## config.mk

```make
export PLATFORM = sky130hd
export DESIGN_NAME = mul_div_unit_flat
export DESIGN_NICKNAME = d
export VERILOG_FILES = /design/src/rtl/mul_div_unit_if.sv /design/src/rtl/mul_div_unit.sv /design/src/flat_wrapper.sv
export SDC_FILE = /design/constraint.sdc
export NUM_CORES = 2
export LEC_CHECK = 0
export CELL_PAD_IN_SITES_DETAIL_PLACEMENT = 1
export CELL_PAD_IN_SITES_GLOBAL_PLACEMENT = 2
export CORE_UTILIZATION = 44
export DETAILED_ROUTE_END_ITERATION = 16
export PLACE_DENSITY = 0.95
export SLEW_MARGIN = 20
export SYNTH_ARGS = -nofsm -noshare
export SYNTH_HDL_FRONTEND = slang
export SYNTH_SLANG_ARGS = --single-unit
```

## constraint.sdc

```tcl
create_clock -name i_clk -period 25.8 [get_ports i_clk]
set_input_delay 5.16 -clock i_clk [delete_from_list [all_inputs] [get_ports i_clk]]
set_output_delay 5.16 -clock i_clk [all_outputs]
set_load 0.01 [all_outputs]
```

## src/rtl/mul_div_unit_if.sv

```systemverilog
// Issue/result bundle between the EX stage and the multiply/divide unit.
// Signal prefixes are from the unit's point of view.
interface mul_div_unit_if #(
   parameter int DATA_W = 32
);
   logic              i_op_valid;
   logic [3:0]        i_op;
   logic [DATA_W-1:0] i_opr1;
   logic [DATA_W-1:0] i_opr2;
   logic              i_cancel;
   logic              o_ready;
   logic              o_busy;
   logic              o_done;
   logic [DATA_W-1:0] o_hi;
   logic [DATA_W-1:0] o_lo;

   modport master (
      output i_op_valid, i_op, i_opr1, i_opr2, i_cancel,
      input  o_ready, o_busy, o_done, o_hi, o_lo
   );

   modport slave (
      input  i_op_valid, i_op, i_opr1, i_opr2, i_cancel,
      output o_ready, o_busy, o_done, o_hi, o_lo
   );
endinterface

```

## src/rtl/mul_div_unit.sv

```systemverilog
// HI/LO owning multiply/divide unit: pipelined multiply with accumulate,
// restoring 1-bit/cycle divider, MTHI/MTLO, cancel-on-flush.
module mul_div_unit #(
   parameter int DATA_W     = 32,
   parameter int MUL_STAGES = 2
) (
   input logic             i_clk,
   input logic             i_rst,
   mul_div_unit_if.slave   bus
);
   localparam int PW    = 2 * DATA_W;
   localparam int CNT_W = $clog2(DATA_W + 2);

   typedef enum logic [1:0] {S_IDLE, S_MUL, S_DIV, S_WR} state_t;

   state_t            r_state, w_state_nxt;
   logic [3:0]        r_op;
   logic [DATA_W-1:0] r_a, r_b, r_rem, r_opr1, r_hi, r_lo;
   logic              r_neg_q, r_neg_r, r_dvz, r_done;
   logic [CNT_W-1:0]  r_cnt;

   logic              w_is_mul, w_is_div, w_is_wr, w_sgn, w_accept, w_fin, w_write;
   logic [DATA_W-1:0] w_abs1, w_abs2;

   assign w_is_mul = bus.i_op inside {4'd1, 4'd2, 4'd5, 4'd6, 4'd7, 4'd8};
   assign w_is_div = bus.i_op inside {4'd3, 4'd4};
   assign w_is_wr  = bus.i_op inside {4'd9, 4'd10};
   // odd opcodes in 1..8 are the signed variants
   assign w_sgn    = bus.i_op[0] && (w_is_mul || w_is_div);
   assign w_accept = bus.i_op_valid && (r_state == S_IDLE) && !bus.i_cancel
                     && (w_is_mul || w_is_div || w_is_wr);
   assign w_abs1   = (w_sgn && bus.i_opr1[DATA_W-1]) ? -bus.i_opr1 : bus.i_opr1;
   assign w_abs2   = (w_sgn && bus.i_opr2[DATA_W-1]) ? -bus.i_opr2 : bus.i_opr2;

   // multiply: magnitude product, sign fixup, then MUL_STAGES-1 register stages
   logic [PW-1:0] w_prod_u, w_prod, w_acc, w_mul_res;
   logic [PW-1:0] w_pst [MUL_STAGES];

   assign w_prod_u = {{DATA_W{1'b0}}, r_a} * {{DATA_W{1'b0}}, r_b};
   assign w_prod   = r_neg_q ? -w_prod_u : w_prod_u;
   assign w_pst[0] = w_prod;

   for (genvar g = 1; g < MUL_STAGES; g++) begin : g_mpipe
      logic [PW-1:0] r_pp;
      always_ff @(posedge i_clk or posedge i_rst) begin
         if (i_rst) r_pp <= '0;
         else       r_pp <= w_pst[g-1];
      end
      assign w_pst[g] = r_pp;
   end

   assign w_acc = {r_hi, r_lo};

   always_comb begin
      w_mul_res = w_pst[MUL_STAGES-1];
      if (r_op inside {4'd5, 4'd6})      w_mul_res = w_acc + w_pst[MUL_STAGES-1];
      else if (r_op inside {4'd7, 4'd8}) w_mul_res = w_acc - w_pst[MUL_STAGES-1];
   end

   // restoring divide step: r_a shifts dividend out and quotient in
   logic [DATA_W:0]   w_sh;
   logic              w_ge;
   logic [DATA_W-1:0] w_sub, w_q_fix, w_r_fix;

   assign w_sh    = {r_rem, r_a[DATA_W-1]};
   assign w_ge    = w_sh >= {1'b0, r_b};
   assign w_sub   = w_sh[DATA_W-1:0] - r_b;
   assign w_q_fix = r_neg_q ? -r_a : r_a;
   assign w_r_fix = r_neg_r ? -r_rem : r_rem;

   always_ff @(posedge i_clk or posedge i_rst) begin
      if (i_rst) r_state <= S_IDLE;
      else       r_state <= w_state_nxt;
   end

   always_comb begin
      w_state_nxt = r_state;
      w_fin       = 1'b0;
      unique case (r_state)
         S_IDLE: if (w_accept) w_state_nxt = w_is_mul ? S_MUL : (w_is_div ? S_DIV : S_WR);
         S_MUL:  w_fin = (r_cnt == CNT_W'(MUL_STAGES - 1));
         S_DIV:  w_fin = r_dvz || (r_cnt == CNT_W'(DATA_W));
         S_WR:   w_fin = 1'b1;
         default: w_state_nxt = S_IDLE;
      endcase
      if (r_state != S_IDLE && (w_fin || bus.i_cancel)) w_state_nxt = S_IDLE;
   end

   // cancel on the finishing edge suppresses the write and the done pulse
   assign w_write = w_fin && !bus.i_cancel;

   always_ff @(posedge i_clk or posedge i_rst) begin
      if (i_rst) begin
         r_op <= '0; r_a <= '0; r_b <= '0; r_rem <= '0; r_opr1 <= '0;
         r_hi <= '0; r_lo <= '0; r_neg_q <= 1'b0; r_neg_r <= 1'b0;
         r_dvz <= 1'b0; r_done <= 1'b0; r_cnt <= '0;
      end else begin
         r_done <= 1'b0;
         if (w_accept) begin
            r_op    <= bus.i_op;
            r_a     <= w_abs1;
            r_b     <= w_abs2;
            r_rem   <= '0;
            r_opr1  <= bus.i_opr1;
            r_neg_q <= w_sgn && (bus.i_opr1[DATA_W-1] ^ bus.i_opr2[DATA_W-1]);
            r_neg_r <= w_sgn && bus.i_opr1[DATA_W-1];
            r_dvz   <= (bus.i_opr2 == '0);
            r_cnt   <= '0;
         end else if (r_state != S_IDLE && !bus.i_cancel) begin
            r_cnt <= r_cnt + 1'b1;
            if (r_state == S_DIV && !w_fin) begin
               r_rem <= w_ge ? w_sub : w_sh[DATA_W-1:0];
               r_a   <= {r_a[DATA_W-2:0], w_ge};
            end
            if (w_write) begin
               r_done <= 1'b1;
               unique case (r_state)
                  S_MUL: {r_hi, r_lo} <= w_mul_res;
                  S_DIV:
                     if (r_dvz) begin
                        r_hi <= r_opr1;
                        r_lo <= '1;
                     end else begin
                        r_hi <= w_r_fix;
                        r_lo <= w_q_fix;
                     end
                  S_WR:
                     if (r_op == 4'd9) r_hi <= r_opr1;
                     else              r_lo <= r_opr1;
                  default: r_done <= 1'b0;
               endcase
            end
         end
      end
   end

   assign bus.o_ready = (r_state == S_IDLE);
   assign bus.o_busy  = (r_state != S_IDLE);
   assign bus.o_done  = r_done;
   assign bus.o_hi    = r_hi;
   assign bus.o_lo    = r_lo;
endmodule

```

## src/flat_wrapper.sv

```systemverilog
// flat-port wrapper written by rule: the top's interface ports become plain ports
module mul_div_unit_flat 
#(
   parameter int DATA_W     = 32,
   parameter int MUL_STAGES = 2
)
  (i_clk, i_rst, bus_i_op_valid, bus_i_op, bus_i_opr1, bus_i_opr2, bus_i_cancel, bus_o_ready, bus_o_busy, bus_o_done, bus_o_hi, bus_o_lo);
  mul_div_unit_if #(.DATA_W(DATA_W)) bus_i ();
  input logic i_clk;
  input logic i_rst;
  input wire logic [$bits(bus_i.i_op_valid)-1:0] bus_i_op_valid;
  input wire logic [$bits(bus_i.i_op)-1:0] bus_i_op;
  input wire logic [$bits(bus_i.i_opr1)-1:0] bus_i_opr1;
  input wire logic [$bits(bus_i.i_opr2)-1:0] bus_i_opr2;
  input wire logic [$bits(bus_i.i_cancel)-1:0] bus_i_cancel;
  output wire logic [$bits(bus_i.o_ready)-1:0] bus_o_ready;
  output wire logic [$bits(bus_i.o_busy)-1:0] bus_o_busy;
  output wire logic [$bits(bus_i.o_done)-1:0] bus_o_done;
  output wire logic [$bits(bus_i.o_hi)-1:0] bus_o_hi;
  output wire logic [$bits(bus_i.o_lo)-1:0] bus_o_lo;
  assign bus_i.i_op_valid = bus_i_op_valid;
  assign bus_i.i_op = bus_i_op;
  assign bus_i.i_opr1 = bus_i_opr1;
  assign bus_i.i_opr2 = bus_i_opr2;
  assign bus_i.i_cancel = bus_i_cancel;
  assign bus_o_ready = bus_i.o_ready;
  assign bus_o_busy = bus_i.o_busy;
  assign bus_o_done = bus_i.o_done;
  assign bus_o_hi = bus_i.o_hi;
  assign bus_o_lo = bus_i.o_lo;
  mul_div_unit #(.DATA_W(DATA_W), .MUL_STAGES(MUL_STAGES)) u_core (.i_clk(i_clk), .i_rst(i_rst), .bus(bus_i));
endmodule
```

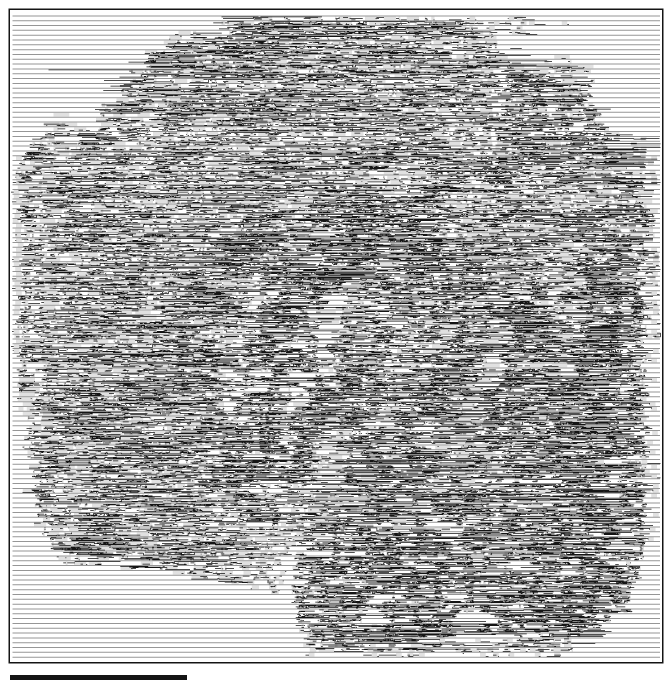
(signal wires on met1)
Scale bar: 100 um. Supply wires on this layer in gray.
- longest straight run: 113 um
- nets with wire on the layer: 7673
- share of all routed wire: 39%
- main direction: horizontal
routed wire length: 234500 um
met1 track utilization from global routing: 0.4204

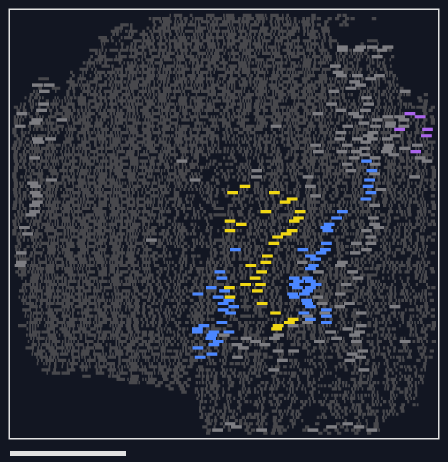
(register map, names as in the netlist)
Scale bar: 100 um. Other sequential cells in the stronger gray, the rest of the logic in the fainter gray.
- u_core.g_mpipe.r_pp: blue (placed flops 64)
- u_core.r_cnt: purple (placed flops 6; where north-east)
- u_core.r_rem: yellow (placed flops 32; where center)
proportion of cell area occupied by registers: 0.1080
sequential standard cell area: 6815 um2
share of the core filled with cells in the final layout: 0.4775

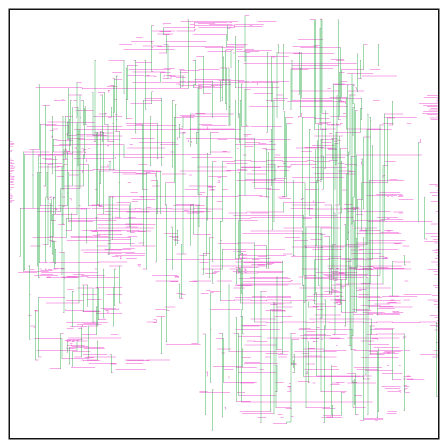
(signal wires by layer)
Only two layers are drawn.
- metal 3: magenta (wire length 15800 um)
- metal 4: green (wire length 17100 um)

==> flow_metrics.py <==
# Auto-generated metrics
metrics = {
    "clock_network": {
        "clk_pin_slew_ns": 0.07,
        "tritoncts": "built",
        "clk_path_buf_depth": 3,
        "cts_max_level": 2,
        "post_cts_sizing_count": 0,
        "cts-root-buf": "clkbuf_16",
        "cts.sinks": 272,
        "cts-hold-fix-buffers": 0,
        "worstSkewPairLatency_ns": 0.65,
        "inserted_clock_buffers": 39,
        "post_cts_buffers": 0,
    },
    "layout": {
        "num-nets-final": 8338,
        "fin_cells": 8726,
        "comb_area_um2": 46440,
        "syn2layout_area_growth_pct": 7.149,
        "layout.cell_area.non_filler_um2": 63090,
        "final_layout_top_logic_cells": "inv_1, fa_1, nand2_1, and2_1, ha_1",
        "final_layout_top_logic_cell": "inv_1",
        "filler_cell_count": 15790,
        "post_route_cells_drive_above_1_share": 0.03933,
    },
    "global_routing": {
        "grt_max_degree": 175,
        "via_count_of_the_first_global_routing_pass": 57970,
        "initial_antenna_violation_count": 10,
        "grt_first_pass_wirelength_um": 355800,
        "grt_overflow": 0,
    },
    "placement": {
        "finalWeightedCongestion": 0.9613,
        "numPlacedInstances": 8651,
        "placed_cell_area_um2": 61640,
        "dpl_wire_length_um": 183400,
    },
    "sta": {
        "final_number_of_setup_violating_endpoints": 0,
        "fin_tns_setup_ns": 0,
        "max_slew.worst_pin.slew_ns": 1.134,
        "fin_worst_skew_ns": 0.05211,
        "timing.final.hold_violations": 0,
        "maxClockFrequency_ghz": 0.1001,
        "post-route-period-util": 0.3871,
        "slew_viol_final": 0,
        "period_needed_ns": 9.987,
        "maxSlewHeadroom": 0.2393,
        "grt_setup_unrepaired": "no",
    },
    "drt": {
        "drt_pass1_iterations": 6,
        "detailroute.via_count": 53010,
        "post_detailed_route_count_of_antenna_violating_nets": 0,
        "post_drt_via_cell_ratio": 6.074,
        "route.detailed.drc": 0,
        "detail_route.iter0.violations": 4502,
    },
    "critical_path": {
        "worstPathBufferInverterCount": 3,
        "path_common_cell": "fa_1",
        "critical_path.max_fanout": 37,
        "setup.worst_path.end": "u_core.g_mpipe[1].r_pp[56]",
        "rrSetupSlack_ns": 15.81,
        "worstSetupEndpointType": "register",
        "critical_path.max_stage_delay_ns": 0.91,
        "worst-path-stages": 25,
        "crit_arrival_ns": 10.51,
        "worst_r2r_startpoint": "u_core.r_a[18]",
        "worst_ep_required_time_ns": 26.32,
        "crit_path_start_kind": "register",
        "reg2reg_depth": 25,
        "worst-setup-path-type": "register to register",
        "timing.critical_path.max_delay_family": "adder cells",
        "startpoint_of_the_most_critical_setup_path": "u_core.r_a[18]",
        "crit_slowest_cell": "a2111oi_0",
        "timing.rr.end": "u_core.g_mpipe[1].r_pp[56]",
    },
    "outcome": {
        "run_status": "finished, final reports clean",
    },
    "yosys": {
        "sequential_area_share_after_synthesis": 0.1156,
        "largest_area_cell": "fa_1",
        "synth.yosys.num_cells": 7101,
        "top_cells_by_area": "fa_1, dfrtp_1, ha_1",
        "dominant_register_cell": "dfrtp_1",
        "top_cell_area_share": 0.3057,
        "yosys_area_um2": 58880,
        "async_flop_share": 1.000,
        "post_synth_most_frequent_cells": "inv_1, fa_1, nand2_1, and2_1, ha_1",
        "synth.avg_cell_area_um2": 8.291,
        "syn-instance-count": 7101,
        "synthDistinctLibCells": 96,
        "syn-cell-area_um2": 58880,
        "synth.yosys.warnings": 0,
        "synth_flops": 272,
        "floorplan.nets": 8502,
        "post_synth_edffs": 0,
        "most_common_cell": "inv_1",
    },
    "floorplanning": {
        "fp.dieW_um": 367.8,
        "floorplanUtilization": 0.4456,
        "dieHeight_um": 367.8,
        "rows": 133,
        "die-area_um2": 135300,
        "design.core.area_um2": 132100,
    },
    "flow_run": {
        "maxCapViolations": 0,
        "log.warning_count": 95,
    },
    "hold_path": {
        "min_from": "u_core.r_b[24]",
        "hold_path_depth": 2,
        "worstHoldPathType": "register to register",
        "timing.hold.worst_endpoint": "u_core.r_b[24]",
    },
}
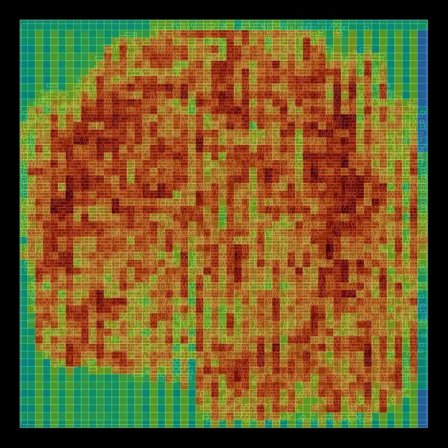
(routing congestion)
Total Routing Usage GR: 0.3452
met2 track utilization from global routing: 0.5741
WL per Instance: 26.88 um
routing usage on met3: 0.05238
global route hottest layer: met2

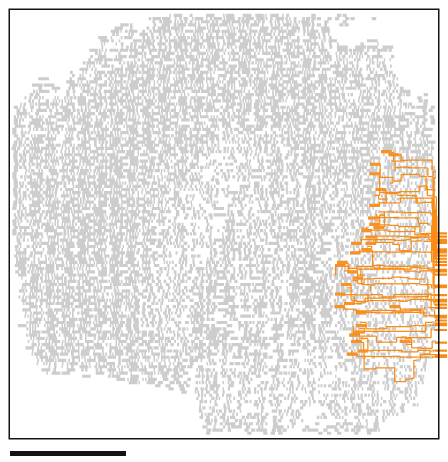
(wires at chosen ports, followed through buffers)
Scale bar: 100 um.
- bus_o_lo: orange (bits 32; direction output; edge east; end cells 32; buffers 32; wire 3000 um)
number of port buffers: 138
number of primary I/O pins: 139

## layout make-up
class,instances,share of cell area
Sequential cell,272,0.1080
Clock inverter,27,0.006386
Inverter,1058,0.06307
Timing Repair Buffer,248,0.03524
Tap cell,1755,0.03481
Clock buffer,44,0.01624
Multi-Input combinational cell,5318,0.7361
Antenna cell,4,0.0001587
## flip-flops by register name, indices dropped and copies added, names as in the netlist, 2 cells and up
name and cells:
u_core.bus.o_hi 32, u_core.bus.o_lo 32, u_core.g_mpipe.r_pp 64, u_core.r_a 32, u_core.r_b 32, u_core.r_cnt 6, u_core.r_op 4, u_core.r_opr1 32
u_core.r_rem 32, u_core.r_state 2
## through the flow
step           setup WS (ns)  hold WS (ns)
2_1_floorplan          13.14        0.4622
3_3_place_gp           16.14        0.4620
3_5_place_dp           15.89        0.4720
4_1_cts                15.84        0.4869
5_1_grt                15.53        0.5063
6_report               15.81        0.4851
## cell families (layout without fill, tap and decap cells)
kind of cell               after synthesis  count (layout)  share of synthesized area
AOI/OAI and AO/OA                     1376            1376                     0.1545
xor gates and xnor gates               265             265                    0.03942
adders and majority gates             1329            1329                     0.3971
buffers and inverters                 1511            1377                    0.09684
DFF                                    272             272                     0.1156
muxes                                   25              25                   0.004420
other                                    0               4                          0
and+or+nand+nor                       2323            2323                     0.1922
## layer usage
layer,up-vias,part of all wire,track usage
met2,2220,0.47,0.5741
li1,22720,-,-
met1,27360,0.39,0.4204
met4,2,0.073,0.2138
met3,703,0.067,0.05238
met5,-,0.000060,0
